==> config.mk <==
export PLATFORM = sky130hd
export DESIGN_NAME = part_2_targ_endpoint
export DESIGN_NICKNAME = d
export VERILOG_FILES = /design/src/rtl/part_2_link_pkg.sv /design/src/rtl/part_2_watchdog.sv /design/src/rtl/part_2_targ_endpoint.sv
export SDC_FILE = /design/constraint.sdc
export NUM_CORES = 1
export LEC_CHECK = 0
export CAP_MARGIN = 20
export CELL_PAD_IN_SITES_DETAIL_PLACEMENT = 1
export CELL_PAD_IN_SITES_GLOBAL_PLACEMENT = 2
export CORE_ASPECT_RATIO = 0.8
export CORE_UTILIZATION = 36
export DETAILED_ROUTE_END_ITERATION = 10
export PLACE_DENSITY = 0.92
export SLEW_MARGIN = 20
export SYNTH_ARGS = -nofsm -noshare
export SYNTH_HDL_FRONTEND = slang
export SYNTH_SLANG_ARGS = --single-unit
==> constraint.sdc <==
create_clock -name clk_i -period 8.2 [get_ports clk_i]
set_input_delay 0.82 -clock clk_i [delete_from_list [all_inputs] [get_ports clk_i]]
set_output_delay 0.82 -clock clk_i [all_outputs]
set_load 0.005 [all_outputs]
**Port wiring**

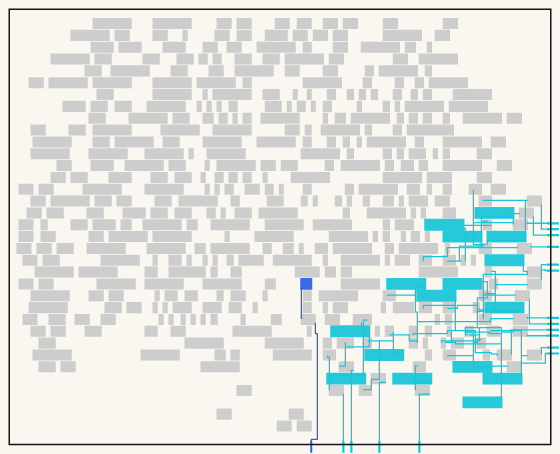
port	colour	bits	direction	edge	end cells	buffers	wire
step_cnt	cyan	16	output	12 right, 4 bottom	16	16	633 um
freeze_clk	blue	1	output	bottom	1	1	36.4 um
count of input and output buffers: 83
ports placed on the boundary: 84

**Where the registers sit**

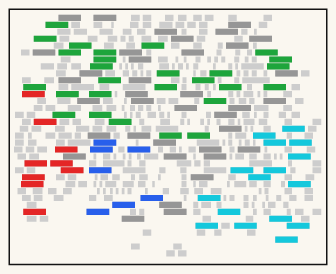
signal	colour	flops
tx_payload	red	9
g_slot.slot_reg	green	27
step_cnt	cyan	16
u_watchdog.count_reg	blue	7
area used by sequential logic in the layout: 2400 sq um
Core Util, Final: 47.7%
flop share of the area: 43.6%

**Signal wires on met3**

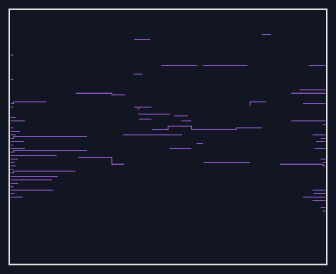
nets with wire on the layer	57
share of all routed wire	5.1%
longest straight run	28.7 um
main direction	horizontal
global routing usage on met3: 5.05%
total routed wirelength: 10700 um
total number of vias: 3106

==> Flow_metrics.wiki <==
=== Synthesis and place and route ===
{| class="wikitable"
! Metric !! Value
|-
| Clock Skew || 8.01 ps
|-
| Top-count cell post-synth || sky130_fd_sc_hd__dfrtp_1
|-
| Half-perimeter wire length after detailed placement || 7200 um
|-
| TritonCTS buffer count || 9
|-
| Clock Path Buffers || 2
|-
| CTS H-Tree Depth || 3
|-
| Slew at the pin with the worst max-slew slack || 904 ps
|-
| First-pass GRT wire length || 17400 um
|-
| Share of layout cells above drive strength 1 || 17.8%
|-
| Non-Filler Instances || 587
|-
| Seq share, synth || 56.0%
|-
| Final net count || 461
|-
| Pleak || 0.00240 uW
|-
| Routed length per instance || 18.2 um
|-
| Fp util || 37.1%
|-
| Router iterations before antenna repair || 4
|-
| Remaining design rule violation count || 0
|-
| RSZ-0062 raised after global routing || false
|-
| Internal power contribution || 1050 uW
|-
| Slack of the worst reg-to-reg path || 5630 ps
|-
| Root buf cell || sky130_fd_sc_hd__clkbuf_16
|-
| Yosys top cell by area || sky130_fd_sc_hd__dfrtp_1
|-
| Setup-failing EPs final || 0
|-
| Cells taking the most area after synthesis || sky130_fd_sc_hd__dfrtp_1 56%, sky130_fd_sc_hd__mux2_2 10%, sky130_fd_sc_hd__a31oi_1 5.4%
|-
| Number of placed cells counting well taps || 571
|-
| Maximum vdd drop || 0.133 mV
|-
| Cell breakdown of the critical path || clkdlybuf4s50_1 -> o21ba_2 -> o211ai_2 -> and3_4 -> mux2_4
|-
| Layout-stage area growth over the synthesis result || 28.3%
|-
| Final weighted congestion in routability-driven placement || 0.765
|-
| Grt total ovfl || 0
|-
| Synthesized chip area reported by yosys || 4290 sq um
|-
| Worst Hold Class || register to register
|-
| Startpoint types || primary input
|-
| Slowest Stage Delay on Critical Path || 690 ps
|-
| Power spent charging and discharging nets || 435 uW
|-
| Critical Path RT || 8430 ps
|-
| Max Clk Rate || 0.317 GHz
|-
| Most used standard cells in the synthesized netlist || 96 x sky130_fd_sc_hd__dfrtp_1, 38 x sky130_fd_sc_hd__mux2_2, 37 x sky130_fd_sc_hd__a31oi_1
|-
| Status || finished, final reports clean
|-
| Pin count of the biggest net entering global routing || 69
|-
| Synthesized area || 4290 sq um
|-
| DR iter-0 viols || 224
|-
| Number of core rows || 35
|-
| Leading register cell type out of synthesis || sky130_fd_sc_hd__dfrtp_1
|-
| Overall die height || 99.7 um
|}
==> cells by family (layout without fill, tap and decap cells) <==
logic type	count (synthesis)	after routing	share of synthesized area, %
AND-OR/OR-AND	63	63	9.88
adder cells (fa/ha/maj)	3	3	0.874
XOR/XNOR	20	20	4.08
AND/OR/NAND/NOR	100	100	12.0
buffers and inverters	26	109	3.82
flip-flops	96	96	56.0
multiplexers	48	48	13.3
==> power by group through the flow <==
stage                     clock [uW]  combinational, uW  sequential, uW
after floorplan                    0                224             655
after global placement             0                373             663
after detailed placement           0                390             672
after CTS                        442                395             665
after global routing             461                430             680
final                            433                389             664
==> final cells by class <==
class	instances	area, sq um	share of cell area, %
clock buffers	10	239	4.34
clock inverters	6	68.8	1.25
inverters	7	27.5	0.500
multi-input cells	234	1730	31.5
flip-flops and latches	96	2400	43.6
well taps	148	185	3.36
repair buffers	86	853	15.5
==> stage by stage <==
step / total power [uW] / hold WS, ps / utilization [%]
final: 1490 / 466 / 47.7
after global routing: 1570 / 487 / 47.7
after CTS: 1500 / 474 / 47.6
after detailed placement: 1060 / 460 / 44.9
after global placement: 1040 / 458 / 44.9
after floorplan: 878 / 451 / -
==> placed cells by master (no fill, tap or decap), types with 3 or more instances in the layout <==
cell,n
sky130_fd_sc_hd__nand4_1,5
sky130_fd_sc_hd__nand3_1,13
sky130_fd_sc_hd__nand2b_1,3
sky130_fd_sc_hd__clkinvlp_4,4
sky130_fd_sc_hd__ha_1,3
sky130_fd_sc_hd__xnor2_1,10
sky130_fd_sc_hd__mux2_4,9
sky130_fd_sc_hd__nor3_1,5
sky130_fd_sc_hd__dfrtp_1,96
sky130_fd_sc_hd__inv_1,6
sky130_fd_sc_hd__a21oi_1,3
sky130_fd_sc_hd__nor2_1,21
sky130_fd_sc_hd__xor2_1,10
sky130_fd_sc_hd__buf_4,3
sky130_fd_sc_hd__o21ai_0,9
sky130_fd_sc_hd__a31oi_1,37
sky130_fd_sc_hd__nand2_1,36
sky130_fd_sc_hd__clkbuf_16,9
sky130_fd_sc_hd__clkdlybuf4s50_1,83
sky130_fd_sc_hd__mux2_2,38
==> metal layers <==
layer,global-route usage [%],share of wire (%),vias to the layer above
met5,0,0,-
met4,4.76,1.1,0
met2,28.7,47,80
met3,5.05,5.1,9
li1,-,-,1424
met1,25.9,47,1593
Power figures rest on the tool's default switching activity, not on a simulated workload.
